`config.mk`:
```
export PLATFORM = sky130hd
export DESIGN_NAME = serial_line_tx
export DESIGN_NICKNAME = d
export VERILOG_FILES = /design/src/rtl/serial_line_pkg.sv /design/src/rtl/serial_line_enc.sv /design/src/rtl/serial_line_tx.sv
export SDC_FILE = /design/constraint.sdc
export NUM_CORES = 1
export LEC_CHECK = 0
export CAP_MARGIN = 30
export CORE_MARGIN = 2
export CORE_UTILIZATION = 46
export CTS_BUF_LIST = sky130_fd_sc_hd__clkbuf_16
export CTS_CLUSTER_SIZE = 20
export DETAILED_ROUTE_END_ITERATION = 16
export PLACE_DENSITY = 0.74
export REMOVE_ABC_BUFFERS = 1
export SETUP_SLACK_MARGIN = 0.1
export SYNTH_ARGS = -nofsm -noshare
export SYNTH_HDL_FRONTEND = slang
export SYNTH_SLANG_ARGS = --single-unit
```
`constraint.sdc`:
```
create_clock -name clock -period 2.22 [get_ports clock]
set_clock_uncertainty 0.15 [all_clocks]
set_input_delay 0.222 -clock clock [delete_from_list [all_inputs] [get_ports clock]]
set_output_delay 0.222 -clock clock [all_outputs]
set_load 0.01 [all_outputs]
```
`src/rtl/serial_line_pkg.sv`:
```
// Shared types and helpers for the serial line transmitter.
// Optional even-parity bit is enabled by defining SERIAL_LINE_TX_PARITY_EN.
package serial_line_pkg;

  typedef enum logic [1:0] {
    ST_IDLE   = 2'd0,
    ST_SHIFT  = 2'd1,
    ST_PARITY = 2'd2,
    ST_GAP    = 2'd3
  } state_t;

  // Level the line rests at when no frame bit is being driven.
  function automatic logic idle_level(input int invert);
    return (invert != 0);
  endfunction

endpackage

```
`src/rtl/serial_line_enc.sv`:
```
// Line output register for the serial transmitter: drives the raw bit when
// enabled, otherwise the idle level, with polarity fixed at elaboration.
module serial_line_enc
  import serial_line_pkg::*;
#(
  parameter int INVERT = 0
) (
  input  logic clock,
  input  logic reset,
  input  logic raw,
  input  logic drive,
  output logic line
);

  logic line_d;
  logic line_q;

  generate
    if (INVERT == 0) begin : g_true
      always_comb begin
        line_d = drive ? raw : idle_level(0);
      end
    end else begin : g_complement
      always_comb begin
        line_d = drive ? ~raw : idle_level(1);
      end
    end
  endgenerate

  // NOTE: sequential state uses non-blocking assignments so every flop
  // samples the pre-edge values regardless of block evaluation order.
  always_ff @(posedge clock) begin
    if (reset) begin
      line_q <= idle_level(INVERT);
    end else begin
      line_q <= line_d;
    end
  end

  assign line = line_q;

endmodule

```
`src/rtl/serial_line_tx.sv`:
```
// MSB-first serialising transmitter with valid/ready input and registered line.
// Define SERIAL_LINE_TX_PARITY_EN to append an even-parity bit to each frame.
module serial_line_tx
  import serial_line_pkg::*;
#(
  parameter int WIDTH  = 8,
  parameter int INVERT = 0,
  parameter int GAP    = 1
) (
  input  logic             clock,
  input  logic             reset,
  input  logic [WIDTH-1:0] data_in,
  input  logic             valid,
  output logic             ready,
  output logic             line,
  output logic             frame,
  output logic             done
);

  localparam int CNT_W = $clog2(WIDTH);
  localparam int GAP_W = (GAP > 0) ? $clog2(GAP + 1) : 1;
  localparam logic [CNT_W-1:0] CNT_LOAD = CNT_W'(WIDTH - 1);
  localparam logic [GAP_W-1:0] GAP_LOAD = GAP_W'((GAP > 0) ? GAP - 1 : 0);
  // With no gap configured the frame returns straight to IDLE.
  localparam state_t POST_FRAME = (GAP > 0) ? ST_GAP : ST_IDLE;

  state_t           state_q, state_d;
  logic [WIDTH-1:0] sreg_q, sreg_d;
  logic [CNT_W-1:0] cnt_q, cnt_d;
  logic [GAP_W-1:0] gap_q, gap_d;
  logic             frame_q, frame_d;
  logic             done_q, done_d;
  logic             enc_raw;
  logic             enc_drive;
`ifdef SERIAL_LINE_TX_PARITY_EN
  logic             parity_q, parity_d;
`endif

  always_comb begin
    // NOTE: every combinational output gets a default first so no path
    // through the case leaves it unassigned and infers a latch.
    state_d = state_q;
    sreg_d  = sreg_q;
    cnt_d   = cnt_q;
    gap_d   = gap_q;
    done_d  = 1'b0;
`ifdef SERIAL_LINE_TX_PARITY_EN
    parity_d = parity_q;
`endif

    case (state_q)
      ST_IDLE: begin
        if (valid) begin
          sreg_d  = data_in;
          cnt_d   = CNT_LOAD;
          state_d = ST_SHIFT;
`ifdef SERIAL_LINE_TX_PARITY_EN
          parity_d = ^data_in;
`endif
        end
      end
      ST_SHIFT: begin
        sreg_d = {sreg_q[WIDTH-2:0], 1'b0};
        if (cnt_q == '0) begin
`ifdef SERIAL_LINE_TX_PARITY_EN
          state_d = ST_PARITY;
`else
          state_d = POST_FRAME;
          gap_d   = GAP_LOAD;
          done_d  = 1'b1;
`endif
        end else begin
          cnt_d = cnt_q - CNT_W'(1);
        end
      end
`ifdef SERIAL_LINE_TX_PARITY_EN
      ST_PARITY: begin
        state_d = POST_FRAME;
        gap_d   = GAP_LOAD;
        done_d  = 1'b1;
      end
`endif
      ST_GAP: begin
        if (gap_q == '0) begin
          state_d = ST_IDLE;
        end else begin
          gap_d = gap_q - GAP_W'(1);
        end
      end
      default: begin
        state_d = ST_IDLE;
      end
    endcase
  end

  // Line and frame are registered from the next-state view, so the bit on
  // the line always belongs to the state currently held in state_q.
  always_comb begin
`ifdef SERIAL_LINE_TX_PARITY_EN
    enc_drive = (state_d == ST_SHIFT) || (state_d == ST_PARITY);
    enc_raw   = (state_d == ST_PARITY) ? parity_d : sreg_d[WIDTH-1];
`else
    enc_drive = (state_d == ST_SHIFT);
    enc_raw   = sreg_d[WIDTH-1];
`endif
    frame_d = enc_drive;
  end

  always_ff @(posedge clock) begin
    if (reset) begin
      state_q <= ST_IDLE;
      sreg_q  <= '0;
      cnt_q   <= '0;
      gap_q   <= '0;
      frame_q <= 1'b0;
      done_q  <= 1'b0;
`ifdef SERIAL_LINE_TX_PARITY_EN
      parity_q <= 1'b0;
`endif
    end else begin
      state_q <= state_d;
      sreg_q  <= sreg_d;
      cnt_q   <= cnt_d;
      gap_q   <= gap_d;
      frame_q <= frame_d;
      done_q  <= done_d;
`ifdef SERIAL_LINE_TX_PARITY_EN
      parity_q <= parity_d;
`endif
    end
  end

  serial_line_enc #(
    .INVERT(INVERT)
  ) u_enc (
    .clock(clock),
    .reset(reset),
    .raw  (enc_raw),
    .drive(enc_drive),
    .line (line)
  );

  assign ready = (state_q == ST_IDLE);
  assign frame = frame_q;
  assign done  = done_q;

endmodule

```
==> notes.md, run 1 <==
yosys + openroad results -> Power Density=945 mW/mm^2, Post-Syn Area=662 sq um, final hold violation count=0, HP Class=reg2reg, Tightest Pin Transition=0.566 ns, synthesis area per yosys=662 sq um, Top logic family=AND-OR/OR-AND gates, total of max-cap violations=0, n_diodes=0, Synth Area in Compound Gates=0.229, Cells after Synth=68, CTS Buf Count=3, Avg Inst Size Synth=9.73 sq um, Synthesized registers=16, FMAX=577 MHz, row count=13, Core Region=0.00132 sq mm, ys async rst share=0, number of global-route vias before repair=483, PortBufs=14, Post-CTS Setup Inserts=0, Reg2Reg Setup Slack=0.50 ns, final-layout fill cell count=105, H-tree levels=1, CP endpoint=ready, pin count of the biggest net entering global routing=17, clk_lat worst skew=0.24 ns, Power Total=0.822 mW, DIE HEIGHT=41.9 microns, setup TNS=0 ns, Seq/Total Area, Yosys=0.484, status=completed, CP Class=reg2out, CTS root buffer=clkbuf_16, # IOs=15, DR WL/cell=13.3 microns, Layout Nets=96, Clock Tree Buf Depth=2, min Tclk post-route=1.73 ns, Req. time, crit path=1.85 ns, initial detailed-routing violation count=16, final worst path period share=0.781
==> run 1: cell usage after synthesis, types with 2 or more instances <==
master | count | area, sq um
a211oi_1 | 6 | 45.0
a221oi_1 | 3 | 26.3
clkbuf_1 | 2 | 7.51
dfxtp_1 | 16 | 320
ha_1 | 2 | 25.0
inv_1 | 4 | 15.0
nor2_1 | 12 | 45.0
nor3_1 | 2 | 10.0
nor4b_1 | 2 | 17.5
o22ai_1 | 6 | 37.5
==> run 1: area by class of cell <==
| class | instances | area (sq um) | area share |
|---|---|---|---|
| multi-input cells | 43 | 297 | 0.341 |
| flip-flops and latches | 16 | 320 | 0.368 |
| repair buffers | 14 | 140 | 0.161 |
| inverters | 5 | 18.8 | 0.0216 |
| well taps | 15 | 18.8 | 0.0216 |
| clock buffers | 3 | 75.1 | 0.0863 |
==> run 1: per-layer routing <==
layer / track usage / wire length, microns / vias up
met2: 0.234 / 566 / 11
met5: 0 / 0 / -
met1: 0.203 / 656 / 263
met3: 0.0522 / 35 / 2
met4: 0.0774 / 14 / 0
li1: - / - / 281
==> run 1: sequential cells by signal, summed over array words and instances, names as in the netlist <==
| signal | count |
|---|---|
| cnt_q | 3 |
| done | 1 |
| frame | 1 |
| state_q | 2 |
| sreg_q | 8 |
| u_enc.line | 1 |
==> run 1: power by group <==
part	leakage, nW	switching [mW]	internal [mW]
clock	0.0370	0.101	0.236
combinational	0.165	0.0681	0.0794
sequential	0.133	0.0175	0.320
total	0.335	0.187	0.635
==> run 1: metrics by stage <==
step	hold slack (ns)	setup slack, ns	cell area [sq um]	util	std cells
final	0.330	0.486	870	0.660	96
after floorplan	0.144	0.640	636	-	64
after detailed placement	0.330	0.486	795	0.603	93
after global routing	0.367	0.391	870	0.660	96
after global placement	0.319	0.512	795	0.603	93
after CTS	0.337	0.475	870	0.660	96
==> run 1: kinds of logic after synthesis <==
logic type,Yosys count
flops,16
mux,1
compound gates,20
fa+ha+maj,2
simple gates,20
buf+inv,9
==> run 1: placed cells by master (no fill, tap or decap), drive strengths merged <==
| master | n |
|---|---|
| clkinv | 1 |
| a21o | 1 |
| or4b | 1 |
| o21ba | 1 |
| a221oi | 3 |
| nand2b | 2 |
| nor4b | 2 |
| inv | 4 |
| clkbuf | 3 |
| nor3 | 2 |
| o21bai | 1 |
| o221ai | 1 |
| o22ai | 6 |
| a32oi | 1 |
| a211oi | 6 |
| nor2 | 12 |
| ha | 2 |
| dfxtp | 16 |
| mux2 | 1 |
| or2 | 1 |
| clkdlybuf4s50 | 14 |
==> run 1: worst min path at each step <==
stage,cells after the start,end,slack (ns)
final,2,cnt_q[1],0.33
after CTS,2,cnt_q[1],0.34
after global routing,2,sreg_q[3],0.37
after floorplan,1,frame,0.14
after global placement,2,cnt_q[1],0.32
after detailed placement,2,cnt_q[1],0.33
==> run 1: critical path: stages, from the launching register on <==
cell and delay [ns]:
dfxtp_1 0.39, nor2_1 0.17, clkdlybuf4s50_1 0.55
### Sequential cells grouped by signal name, run 1

Drawn at 10 px/micron. Other sequential cells in the stronger gray, the rest of the logic in the fainter gray.
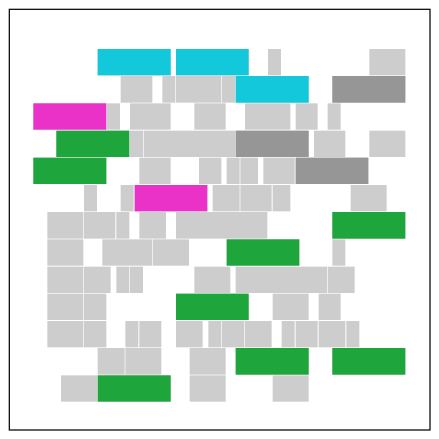
Green marks sreg_q, flops 8. Magenta marks state_q, flops 2. Cyan marks cnt_q, flops 3.
Another 3 sequential cells are not colored.
fin util: 0.660
register share of the cell area: 0.368
P_seq: 0.338 mW
FF/Latch Area: 320 sq um

### A small window of the routed layout, run 1

Region (8, 8) to (33, 33) microns. Cells in gray, sequential cells in the stronger gray; small squares are vias.
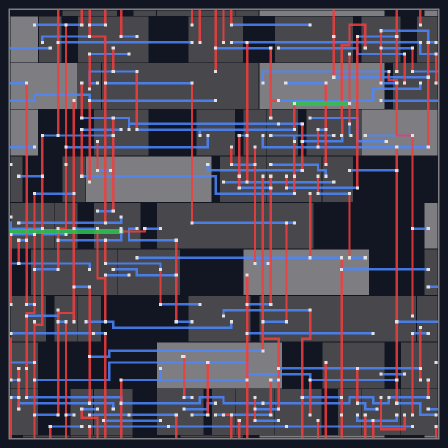
Red marks metal 2. Green marks metal 3. Blue marks metal 1.
Netlist names of flops here include sreg_q (3). 50 logic cells have their middle in the window. Sequential cells in the window: 6. Most frequent: nor2_1 (11), o22ai_1 (6), dfxtp_1 (6).

### Sizing map, run 1

Drawn at 12 px/micron.
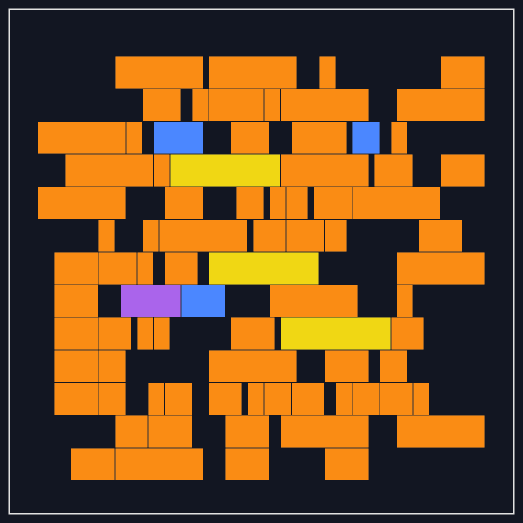
Yellow marks _6 and larger, cells 3, share 3.7%, most used clkbuf_16. Orange marks _0 and _1 cells, cells 74, share 91%, most used dfxtp_1. Purple marks _3 and _4 cells, cells 1, share 1.2%, most used nand2b_4. Blue marks _2 cells, cells 3, share 3.7%.
area grow syn2layout: 31.4%
design area: 870 sq um
number of signal-net buffers in the layout: 14
worst setup margin: 0.486 ns

### M2 wires, run 1

Drawn at 10 px/micron.
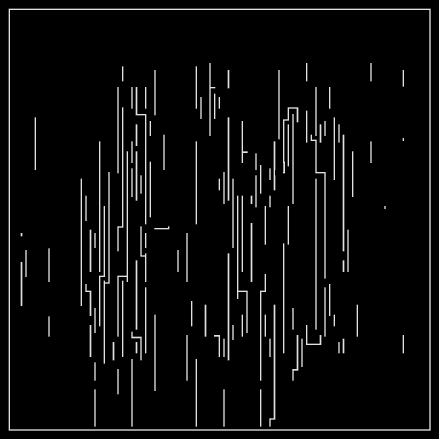
The layer carries 567 microns of wire. The longest straight run is 15.0 microns. The wires run mostly vertical.
M2 GR Usage: 0.234
Detailed Route WL: 1270 microns
Vias: 557

--- run 2 (diff from run 1) ---
==> constraint.sdc (replaced) <==
create_clock -name clock -period 1.6 [get_ports clock]
set_clock_uncertainty 0.15 [all_clocks]
set_input_delay 0.16 -clock clock [delete_from_list [all_inputs] [get_ports clock]]
set_output_delay 0.16 -clock clock [all_outputs]
set_load 0.01 [all_outputs]
### A small window of the routed layout, run 2

Region (8, 8) to (33, 33) microns. Cells in gray, sequential cells in the stronger gray; small squares are vias.
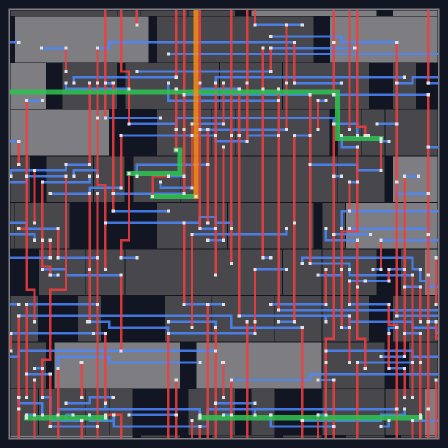
Red marks metal 2. Green marks metal 3. Orange marks metal 4. Blue marks metal 1.
Sequential cells in the window: 6. Netlist names of flops here include sreg_q (3), cnt_q (2). Most frequent: nor2_1 (8), buf_4 (6), a211oi_1 (5). 51 logic cells have their middle in the window.

==> run 2 against run 1 <==
Synthesized area did not move. Power rose by 53%. First-iteration DRC count fell by 19%. Sequential cell count did not move. Die size did not move. Via count rose by 6.8%. Utilization rose by 10 points. Wire length rose by 24%. Critical path depth rose by 4. Design area rose by 15%. Critical endpoint is now cnt_q[2]. Critical path type is now reg2reg. Non-clock buffer count rose by 8. Clock-buffer cell count did not move.
==> notes.md, run 2 <==
yosys + openroad results -> status=completed, met1 usage=0.208 (+0.00530), critical path cell sequence=inv_2, ha_4, ha_4, nand2b_4, a21o_4, a221oi_2, synthesis area per yosys=662 sq um (unchanged), Power Density=1260 mW/mm^2 (+33%), slowest CP cell=dfxtp_2, list of most frequent post-synthesis cells=dfxtp_1, nor2_1, a211oi_1, o22ai_1, inv_1, Sw Pwr=0.308 mW (+65%), clock share of power=0.378 (-0.031), Top reg by flops=sreg_q, final hold violation count=0 (unchanged), pin count of the biggest net entering global routing=12 (-5), FF/Latch Area=325 sq um (+1.6%), Post-Syn Area=662 sq um (unchanged), Largest stage delay, worst path=0.33 ns (-0.22 ns), Vias=595 (+6.8%), Top Family by Delay on Critical Path=AND-OR/OR-AND gates, final worst path period share=0.997, Synthesized registers=16 (unchanged), top cells, area=dfxtp_1, a211oi_1, nor2_1, CP Class=reg2reg, H-tree levels=1 (unchanged), Synth top cell by count=dfxtp_1, routing usage on met3=0.0783 (+0.0261), ys async rst share=0 (unchanged), number of global-route vias before repair=541 (+12%), min Tclk post-route=1.60 ns, initial detailed-routing violation count=13 (-3), Layout Nets=104 (+8.3%), Tightest Pin Transition=0.377 ns (-0.188 ns), total of max-cap violations=0 (unchanged), Seq/Total Area, Yosys=0.484 (unchanged), DIE HEIGHT=41.9 microns (unchanged), CTS root buffer=clkbuf_16, Avg Inst Size Synth=9.73 sq um (unchanged), Req. time, crit path=1.60 ns (-0.25 ns), n_diodes=0 (unchanged), Cells after Synth=68 (unchanged), sequential power share=0.378 (-0.033), number of flip-flops in the largest register=8 (unchanged), Detailed Route WL=1580 microns (+24%)
### Sequential cells grouped by signal name, run 2

Drawn at 10 px/micron. Other sequential cells in the stronger gray, the rest of the logic in the fainter gray.
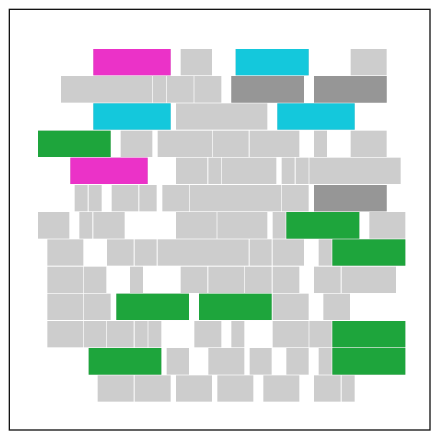
Magenta marks state_q, flops 2. Cyan marks cnt_q, flops 3. Green marks sreg_q, flops 8.
Another 3 sequential cells are not colored.
fin util: 0.762
P_seq: 0.476 mW
register share of the cell area: 0.324

-- run 2: cell counts after synthesis --
No cell type changed its count.
-- run 2: worst register-to-register path, delay by kind of cell (launching register included) --
kind            cells  cell delay [ns]
simple gates        1             0.13
fa+ha+maj           2             0.32
compound gates      2             0.53
flops               1             0.33
buf+inv             1             0.05
-- run 2: area by class of cell --
| class | instances | area share |
|---|---|---|
| clock buffer | 3 | 0.0748 |
| timing repair buffer | 22 | 0.198 |
| inverter | 5 | 0.0200 |
| clock inverter | 1 | 0.00374 |
| multi-input combinational | 43 | 0.360 |
| sequential | 16 | 0.324 |
| tap | 15 | 0.0187 |
-- run 2: cell families after synthesis --
family | after synthesis | share of synthesized area
compound gates | 20 | 0.229
mux | 1 | 0.0170
buf+inv | 9 | 0.0680
fa+ha+maj | 2 | 0.0378
simple gates | 20 | 0.164
flops | 16 | 0.484
-- run 2: what timing repair did --
| item | 4_1_cts | 5_1_grt |
|---|---|---|
| setup buffers | 0 | 1 |
| endpoints found under the setup margin | 6 | 11 |
| pin swaps | 4 | 1 |
| resized | 15 | 4 |
-- run 2: layer usage --
| layer | routed length, microns | vias up |
|---|---|---|
| li1 | - | 292 |
| met1 | 702 | 284 |
| met2 | 768 | 17 |
| met3 | 97 | 2 |
| met4 | 11 | 0 |
| met5 | 0 | - |
-- run 2: final timing paths --
path	start	endpoint	slack, ns	cells after the start
min reg2reg	sreg_q[4]	sreg_q[4]	0.35	2
max reg2reg	cnt_q[0]	cnt_q[2]	0.005	6
min	sreg_q[4]	sreg_q[4]	0.35	2
max	cnt_q[0]	cnt_q[2]	0.005	6
-- run 2: stage by stage --
step | instance area, sq um | setup slack [ns] | util | cells
finish | 1000 | 0.00463 | 0.762 | 105
global route | 1000 | -0.0623 | 0.762 | 105
CTS | 977 | 0.0791 | 0.742 | 104
detailed placement | 847 | -0.0890 | 0.643 | 100
global placement | 847 | -0.0162 | 0.643 | 100
floorplan | 636 | 0.0202 | - | 64
-- run 2: power by group through the flow --
stage / clock network [mW] / logic [mW] / registers (mW)
detailed placement: 0 / 0.229 / 0.475
global placement: 0 / 0.223 / 0.474
floorplan: 0 / 0.127 / 0.473
CTS: 0.484 / 0.273 / 0.474
global route: 0.504 / 0.332 / 0.480
finish: 0.476 / 0.307 / 0.476
Power and IR drop assume default switching activity.
